Design run_ctrl, sky130hd; sources not shown.
**Run 1: met3 routing**

(2 px per um)
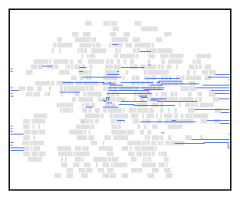
- wire length on this layer: 568 um
- longest straight run: 27.6 um
overall routed net length: 8250 um
met3 global-route usage: 3.36%
vias: 2656

**Run 1: metal 2**

(2 px per um)
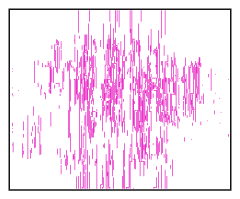
- longest straight run: 38.2 um
- nets with wire on the layer: 341
- share of all routed wire: 47%
- main direction: vertical
grt met2 use: 28.8%

**Run 1: the clock network**

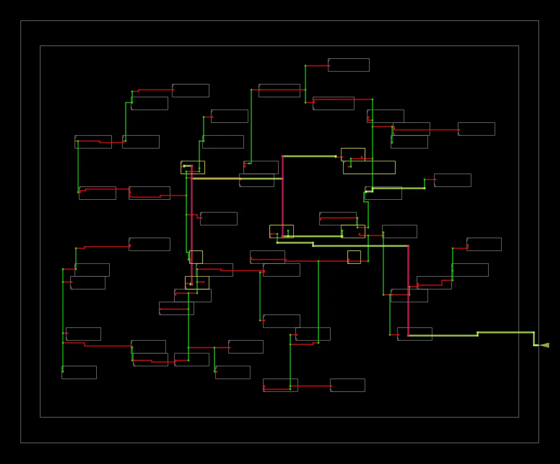
Flops: 46
clk ins delay skew pair: 310 ps

**Run 1: floorplan with the power grid**

(3 px per um) Pins as bars on the die edge. Tap cells in gray.
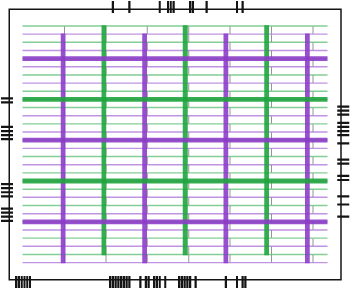
- green: VDD
- purple: VSS
- signal pins: 71
- met1 rails: 30
- rows: 29
- met5 straps: 5
Core ar.: 8020 sq um
Die Span Y: 89.6 um
Die X-Extent: 110 um

==> reports/metrics.csv, run 1 <==
stage,metric,value,unit
drt,met2 routed WL,3870,um
yosys,Post-Syn Instances,293,
global_route,M1 GR Usage,22.3,%
run_status,status,finished clean,
timing,max-slew violations,0,
global_route,initial antenna violation count,0,
yosys,Commonest flop,dfxtp_1,
power,P_leak,1.30,nW
cells_and_area,Area Growth Syn to Fin,43.9,%
yosys,xor+xnor area frac,0.350,%
yosys,top cells by area,"dfxtp_1 (37%), o21ai_0 (5.0%), nor2_1 (4.5%), mux2i_1 (4.0%), nand3_1 (3.6%)",
timing,Final Cycle Share,97.1,%
power,Top power group,registers,
yosys,Cell Type Count,56,
yosys,syn_area_per_cell,8.53,sq um
floorplan,FP Rows,29,
yosys,YS warnings,0,
yosys,top post-synthesis cells by count,"dfxtp_1 (46), nor2_1 (30), o21ai_0 (25), nand2_1 (23), nand3_1 (18)",
timing,clk_skew,5.36,ps
power,total power,1.84,mW
yosys,Synth area leader,dfxtp_1,
power,P_clk,0.707,mW
setup_path,Slowest cell on crit path,dfxtp_4,
global_route,largest net degree at the start of global routing,16,
timing,endpoints failing setup,0,
job,Max Cap Violations,0,
setup_path,CP arrival,2260,ps
power,sequential power,0.883,mW
clocking,Post-CTS Resized,12,
setup_path,WS Path Type,reg -> reg,
setup_path,cells on worst reg2reg path,9,
yosys,Area leader share,36.8,%
yosys,aoi share,22.9,%
yosys,most frequent cell after synthesis,dfxtp_1,
cells_and_area,# diodes,0,
timing,Fin. Hold Viols,0,
cells_and_area,buffering overhead,22.9,%
clocking,CTS root buffer,clkbuf_8,
drt,post-route antenna net violation count,0,
==> run 2, diff against run 1 <==
--- a/config.mk
+++ b/config.mk
@@ -5,6 +5,7 @@
 export SDC_FILE = /design/constraint.sdc
 export NUM_CORES = 1
 export LEC_CHECK = 0
+export CAP_MARGIN = 20
 export CELL_PAD_IN_SITES_DETAIL_PLACEMENT = 0
 export CELL_PAD_IN_SITES_GLOBAL_PLACEMENT = 1
 export CORE_ASPECT_RATIO = 0.8
**Run 2: signal wires by layer**

(3 px per um)
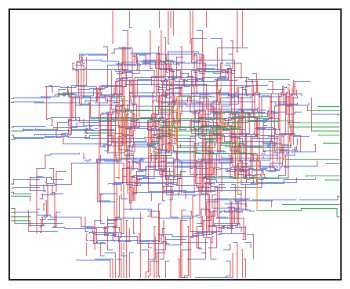
- orange: metal 4 (wire length 147 um)
- red: metal 2 (wire length 3870 um)
- green: metal 3 (wire length 568 um)
- blue: metal 1 (wire length 3670 um)
drt wl/cell: 17.1 um
Tot GR Track Use: 17.6%

==> run 2 against run 1 <==
Worst setup slack stayed put. Die size stayed put. Clock skew stayed put. Synthesized area stayed put. Clock-buffer cell count stayed put.
==> reports/metrics.csv, run 2 <==
stage,metric,value,unit
setup_path,Slowest cell on crit path,dfxtp_4,
global_route,grt met2 use,28.8,%
clocking,Post-CTS Resized,12,
floorplan,FP Rows,29,
cells_and_area,Flops,46,
yosys,top post-synthesis cells by count,"dfxtp_1 (46), nor2_1 (30), o21ai_0 (25), nand2_1 (23), nand3_1 (18)",
yosys,top cells by area,"dfxtp_1 (37%), o21ai_0 (5.0%), nor2_1 (4.5%), mux2i_1 (4.0%), nand3_1 (3.6%)",
floorplan,Die X-Extent,110,um
drt,post-route antenna net violation count,0,
global_route,M1 GR Usage,22.3,%
timing,Final Cycle Share,97.1,%
global_route,largest net degree at the start of global routing,16,
power,Top power group,registers,
power,P_leak,1.30,nW
setup_path,CP arrival,2260,ps
power,sequential power,0.883,mW
yosys,Commonest flop,dfxtp_1,
global_route,met3 global-route usage,3.36,%
timing,max-slew violations,0,
run_status,status,finished clean,
timing,clk_skew,5.36,ps
yosys,Synth area leader,dfxtp_1,
setup_path,WS Path Type,reg -> reg,
yosys,xor+xnor area frac,0.350,%
floorplan,Core ar.,8020,sq um
yosys,syn_area_per_cell,8.53,sq um
yosys,most frequent cell after synthesis,dfxtp_1,
drt,vias,2656,
setup_path,cells on worst reg2reg path,9,
yosys,YS warnings,0,
power,P_clk,0.707,mW
No activity file was given, so power comes from the tool's default toggle rates.
